### src/rtl/axi_rd_pkg.sv
// Shared constants for the SDRAM-to-AXI read data path:
// response codes, reader FSM encoding, output buffer depth.
package axi_rd_pkg;

  localparam logic [1:0] RESP_OKAY = 2'b00;

  localparam logic [1:0] IDLE  = 2'd0;
  localparam logic [1:0] BURST = 2'd1;
  localparam logic [1:0] DRAIN = 2'd2;

  localparam int RBUF_DEPTH = 3;

  // Ring pointer advance for the RBUF_DEPTH-entry buffer.
  function automatic logic [1:0] rbuf_next(input logic [1:0] p);
    return (p == 2'(RBUF_DEPTH - 1)) ? 2'd0 : p + 2'd1;
  endfunction

endpackage

### src/rtl/r_skid_buf.sv
// 3-entry synchronous FIFO holding {rlast, rdata} beats for the R channel.
// Ports: clk, reset_n, push/push_data, pop, head (oldest entry), occ (0..3).
module r_skid_buf
  import axi_rd_pkg::*;
#(
  parameter int W = 33
) (
  input  logic         clk,
  input  logic         reset_n,
  input  logic         push,
  input  logic [W-1:0] push_data,
  input  logic         pop,
  output logic [W-1:0] head,
  output logic [1:0]   occ
);

  logic [W-1:0] mem [RBUF_DEPTH];
  logic [1:0]   wp;
  logic [1:0]   rp;

  assign head = mem[rp];

  always_ff @(posedge clk or negedge reset_n) begin
    if (!reset_n) begin
      wp  <= '0;
      rp  <= '0;
      occ <= '0;
      for (int i = 0; i < RBUF_DEPTH; i++) begin
        mem[i] <= '0;
      end
    end else begin
      if (push) begin
        mem[wp] <= push_data;
        wp      <= rbuf_next(wp);
      end
      if (pop) begin
        rp <= rbuf_next(rp);
      end
      case ({push, pop})
        2'b10:   occ <= occ + 2'd1;
        2'b01:   occ <= occ - 2'd1;
        default: occ <= occ;
      endcase
    end
  end

endmodule

### src/rtl/axi_rdata_fifo_reader.sv
// Pops len+1 beats from the async data FIFO and serves them on an AXI4 R channel.
// Ports: cmd_* burst command, fifo_* FIFO read port, r* AXI R channel, busy.
module axi_rdata_fifo_reader
  import axi_rd_pkg::*;
#(
  parameter int DATA_W = 32,
  parameter int ID_W   = 4,
  parameter int LEN_W  = 8
) (
  input  logic              rd_clk,
  input  logic              reset_n,
  input  logic              cmd_valid,
  output logic              cmd_ready,
  input  logic [LEN_W-1:0]  cmd_len,
  input  logic [ID_W-1:0]   cmd_id,
  output logic              fifo_rd_en,
  input  logic [DATA_W-1:0] fifo_data_out,
  input  logic              fifo_empty,
  output logic              rvalid,
  input  logic              rready,
  output logic [DATA_W-1:0] rdata,
  output logic [ID_W-1:0]   rid,
  output logic              rlast,
  output logic [1:0]        rresp,
  output logic              busy
);

  localparam int CW = LEN_W + 1;

  logic [1:0]       state;
  logic [LEN_W-1:0] len_q;
  logic [ID_W-1:0]  id_q;
  logic [CW-1:0]    issue_cnt;
  logic [CW-1:0]    issue_nxt;
  logic [CW-1:0]    beat_cnt;
  logic [CW-1:0]    last_idx;
  logic [CW-1:0]    beats;
  logic             inflight;
  logic [1:0]       occ;
  logic [DATA_W:0]  head;
  logic [DATA_W:0]  push_word;
  logic             push_last;
  logic             hs;
  logic             last_hs;

  assign last_idx  = {1'b0, len_q};
  assign beats     = last_idx + CW'(1);
  assign issue_nxt = issue_cnt + CW'(fifo_rd_en);

  // Only registered terms gate the pop, so rready never reaches fifo_rd_en.
  assign fifo_rd_en = (state == BURST) && !fifo_empty
                   && (issue_cnt <= last_idx)
                   && (({1'b0, occ} + {2'b0, inflight}) < 3'd3);

  // The beat arriving now was popped last cycle: its index is issue_cnt-1.
  assign push_last = (issue_cnt == beats);
  assign push_word = {push_last, fifo_data_out};

  r_skid_buf #(
    .W (DATA_W + 1)
  ) u_buf (
    .clk       (rd_clk),
    .reset_n   (reset_n),
    .push      (inflight),
    .push_data (push_word),
    .pop       (hs),
    .head      (head),
    .occ       (occ)
  );

  assign rvalid    = (occ != 2'd0);
  assign hs        = rvalid && rready;
  assign rdata     = head[DATA_W-1:0];
  assign rlast     = rvalid && head[DATA_W];
  assign last_hs   = hs && (beat_cnt == last_idx);
  assign rid       = id_q;
  assign rresp     = RESP_OKAY;
  assign busy      = (state != IDLE);
  assign cmd_ready = reset_n && (state == IDLE);

  always_ff @(posedge rd_clk or negedge reset_n) begin
    if (!reset_n) begin
      state     <= IDLE;
      len_q     <= '0;
      id_q      <= '0;
      issue_cnt <= '0;
      beat_cnt  <= '0;
      inflight  <= 1'b0;
    end else begin
      inflight <= fifo_rd_en;
      if (hs) begin
        beat_cnt <= beat_cnt + CW'(1);
      end
      case (state)
        IDLE: begin
          if (cmd_valid) begin
            len_q     <= cmd_len;
            id_q      <= cmd_id;
            issue_cnt <= '0;
            beat_cnt  <= '0;
            state     <= BURST;
          end
        end
        BURST: begin
          issue_cnt <= issue_nxt;
          if (issue_nxt == beats) begin
            state <= last_hs ? IDLE : DRAIN;
          end
        end
        DRAIN: begin
          if (last_hs) begin
            state <= IDLE;
          end
        end
        default: state <= IDLE;
      endcase
    end
  end

endmodule

### config.mk
export PLATFORM = sky130hd
export DESIGN_NAME = axi_rdata_fifo_reader
export DESIGN_NICKNAME = d
export VERILOG_FILES = /design/src/rtl/axi_rd_pkg.sv /design/src/rtl/r_skid_buf.sv /design/src/rtl/axi_rdata_fifo_reader.sv
export SDC_FILE = /design/constraint.sdc
export NUM_CORES = 1
export LEC_CHECK = 0
export ABC_CLOCK_PERIOD_IN_PS = 3600
export CAP_MARGIN = 20
export CORE_MARGIN = 1.5
export CORE_UTILIZATION = 45
export CTS_BUF_LIST = sky130_fd_sc_hd__clkbuf_2
export DETAILED_ROUTE_END_ITERATION = 8
export GPL_ROUTABILITY_DRIVEN = 0
export PLACE_DENSITY_LB_ADDON = 0.1
export SLEW_MARGIN = 15
export SYNTH_ARGS = -nofsm -noshare
export SYNTH_HDL_FRONTEND = slang
export SYNTH_SLANG_ARGS = --single-unit
### constraint.sdc
create_clock -name rd_clk -period 3.6 [get_ports rd_clk]
set_input_delay 0.36 -clock rd_clk [delete_from_list [all_inputs] [get_ports rd_clk]]
set_output_delay 0.36 -clock rd_clk [all_outputs]
set_load 0.005 [all_outputs]
==> GITHUB_STEP_SUMMARY <==
## Implementation flow summary

| Metric | Value |
|---|---|
| Status | `finished clean` |
| Slew @ Worst Pin | `1040 ps` |
| Post-synthesis area per instance | `10.4 µm²` |
| Top flop regs | `u_buf.mem (99), beat_cnt (9), issue_cnt (9)` |
| Area Growth Syn to Fin | `22.7%` |
| Comb area leader | `multiplexers` |
| YS chip area | `6720 µm²` |
| Reg2Reg Depth | `15` |
| Top cells by count | `156 x nand2_1, 138 x dfrtp_1, 69 x mux2_2, 51 x o21ai_0, 34 x mux2i_1` |
| Logic area | `3150 µm²` |
| Initial DRC Count | `359` |
| Most frequent logic cell in the layout | `nand2_1` |
| MUX share of area | `0.166` |
| Area share, top type | `0.514` |
| Placed inst area | `between 7000 and 8000 µm²` |
| CTS Buffer Depth | `2` |
| Power in combinational cells | `between 3 and 4 mW` |
| Final Critical Period | `around 3500 ps` |
| WP data arrival | `around 4100 ps` |
| Post-route DRC | `0` |
| Placed Cells | `906` |
| Initial antenna violation count | `0` |
| Yosys simple share | `0.144` |
| Largest net degree at the start of global routing | `73` |
| Worst vdd rail ir drop | `0.392 mV` |
| Worst Setup Slack, final | `125 ps` |
| Clk pwr | `around 0.95 mW` |
| First-pass GRT wire length | `26.2 mm` |
| N_taps | `about 180` |
| Vias per cell | `5.29` |
| Hold Fails Final Rpt | `0` |
| Ant diodes | `0` |
| Area-dominant class | `flip-flops and latches` |
| Crit path max fanout | `2` |
| Top reg by flops | `u_buf.mem` |
| Pwr top | `combinational logic` |
| DR top layer | `met4` |
| Combinational share of cell area | `0.382` |
| Mapped Cells | `649` |
| Met3 Routed Length | `765 µm` |
| Ys flops | `138` |
| Worst Setup Start Kind | `flip-flop` |
| Post-synth top flop | `dfrtp_1` |
| Met3 Use GR | `0.0518` |
| Worst-path cell chain | `inv_2, ha_4, a21o_1, a21o_1, a211o_1, a21o_1, a211o_1, a21oi_2, ha_2, ha_4, xor2_1, nor3_2, nand3_1, or4b_1, o21ai_1` |
| Hold Crit Class | `in -> async` |
| FF/Latch Area | `~3500 µm²` |
| Layout clock area frac | `0.0304` |
| P_leak | `3.66 nW` |
| Worst path depth | `15` |
| Nets | `814` |
| Clk_lat worst skew | `710 ps` |
| Cts-stage hold buffer count | `1` |
| Ao+oa area frac | `0.0620` |
| Final setup violating endpoints | `0` |
| Hold WS | `175 ps` |
| Fa+ha+maj area frac | `0.0279` |
| Cell variety after synth | `~40` |
| Fin. max-slew vios | `0` |
| Top Layout Cells | `156 x nand2_1, 137 x dfrtp_1, 87 x clkdlybuf4s50_1, 69 x mux2_2, 51 x o21ai_0` |
| Seq/Total Area, Yosys | `0.514` |
| Clk pin slew, worst setup/hold paths | `210 ps` |
| Gate power share | `0.486` |
| Yosys Instances | `649` |
| Die height | `125 µm` |
| Tot GR Track Use | `0.210` |
| Top delay family on crit path | `AND-OR/OR-AND gates` |
| FMAX | `0.288 GHz` |
| Power in sequential cells | `2.72 mW` |
| Die x size | `125 µm` |
| Total power | `7.12 mW` |
| NonClk Buf Share | `0.134` |
| Flop count | `138` |
| Critical path capture point type | `flip-flop` |
| Relative slew slack | `0.309` |
| Required @ worst endpoint | `4260 ps` |
| Max reg flops | `just under 100` |
| Syn. warnings | `0` |
| Met2 WL post-DR | `about 7.7 mm` |
| Chip area | `15,700 µm²` |
| Non-clk invs | `14` |
| Switch Pwr | `2.67 mW` |
| H-tree level count | `4` |
| Sequential share of power | `0.381` |
| Most frequent cell after synthesis | `nand2_1` |
| Flop share of the area | `0.419` |
| Most used cell along the critical path | `a21o_1` |
| CTS Buf Count | `17` |
| Share of cells above drive strength 1 | `0.197` |
| Wire length on met1 | `7.09 mm` |
| Skew final | `between 20 and 30 ps` |
| Clock sink total | `138` |
| XORs/XNORs by Area | `0.0568` |
| Grt total ovfl | `0` |
| CP endpoint | `state[1]$_DFFE_PN0P_` |
| Resized cells post-CTS | `4` |
| Clock buffers | `17` |
| Mapped Area | `6720 µm²` |
| Final Util | `0.567` |
| Worst setup path category | `reg -> reg` |
| Core outline area | `14,500 µm²` |
| MaxCap Viol Count | `0` |
| Post-synth ARST share | `1.00` |
| Combinational Gates | `463` |
| Vias in the first global route | `between 5,000 and 6,000` |
| Final TNS setup | `0 ps` |
| Clock power frac | `0.133` |
| RR Endpoint | `state[1]$_DFFE_PN0P_` |
| Final period utilization | `0.965` |
| Num rows | `44` |
| R2R setup slack | `130 ps` |
| Post-DP HPWL | `about 10 mm` |
| Filler Cell Count | `between 1,000 and 1,500` |
==> images/m1.png <==
Scale bar: 50 µm. Supply wires on this layer in gray. Cells faint in the background.
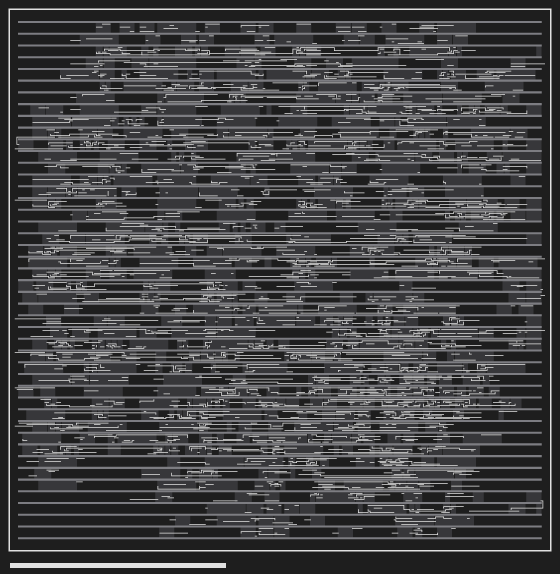
The layer holds 45% of the routed length. The wires run mostly horizontal. The longest straight run is 32.2 µm. The layer carries 7,090 µm of wire. 741 nets have wire on it.

==> images/congestion_map.png <==
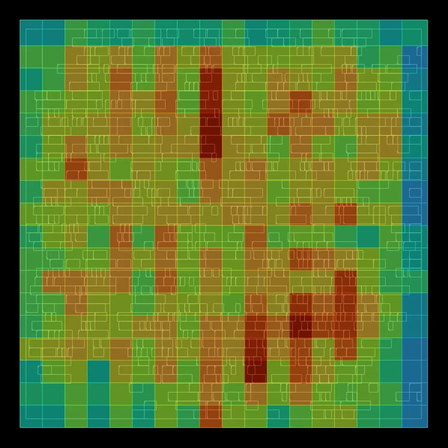
routed len/inst: 16.6 µm
M2 GR Usage: 0.339
met1 GRT Util: 0.282
busiest layer in global routing: met2

==> images/m2.png <==
Scale bar: 50 µm. Cells faint in the background.
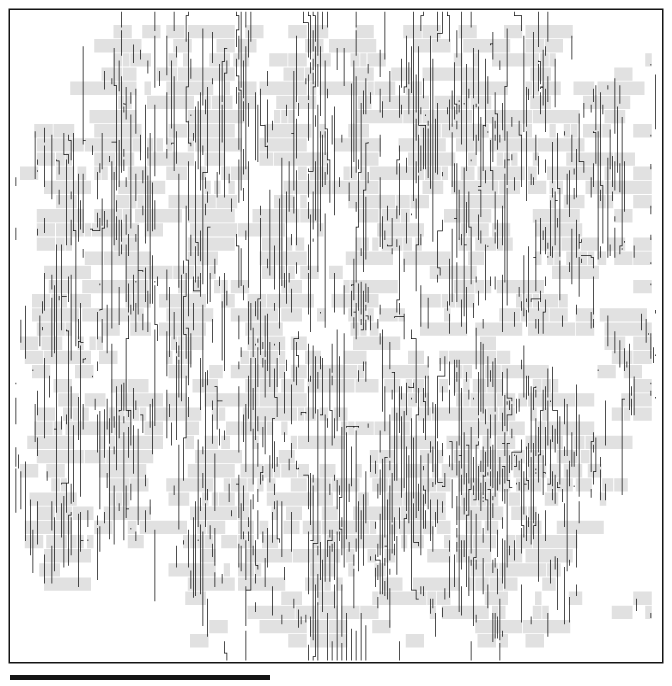
The layer holds 49% of the routed length. The wires run mostly vertical.
Via Count: 5,014
WL final: 15.7 mm

==> images/closeup.png <==
Scale bar: 10 µm. Region (43, 18) to (83, 58) µm. Cells in gray, sequential cells in the stronger gray; small squares are vias.
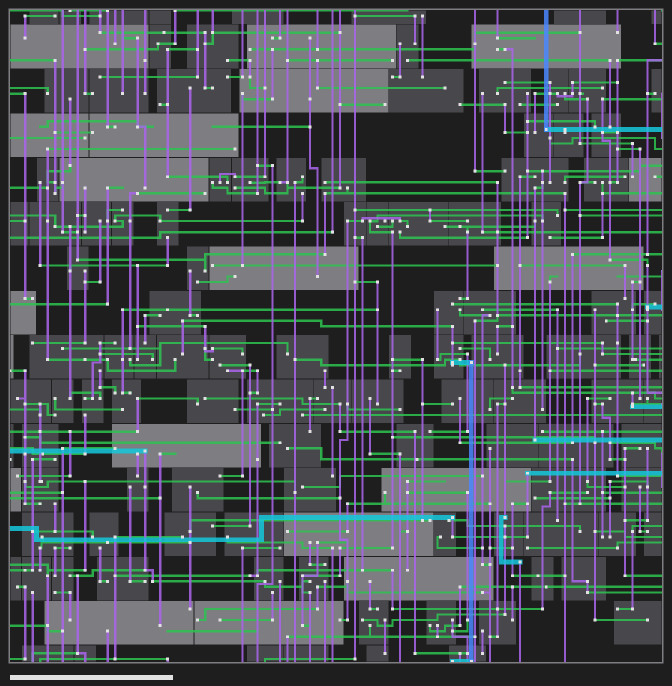
Green marks M1. Purple marks M2. Blue marks M4. Cyan marks M3.
Most frequent: xnor2_1 (14), dfrtp_1 (14), ha_1 (8). Sequential cells in the window: 14. Netlist names of flops here include beat_cnt (5), len_q (4), u_buf.occ (2). 103 logic cells have their middle in the window.

Power and IR drop assume default switching activity.
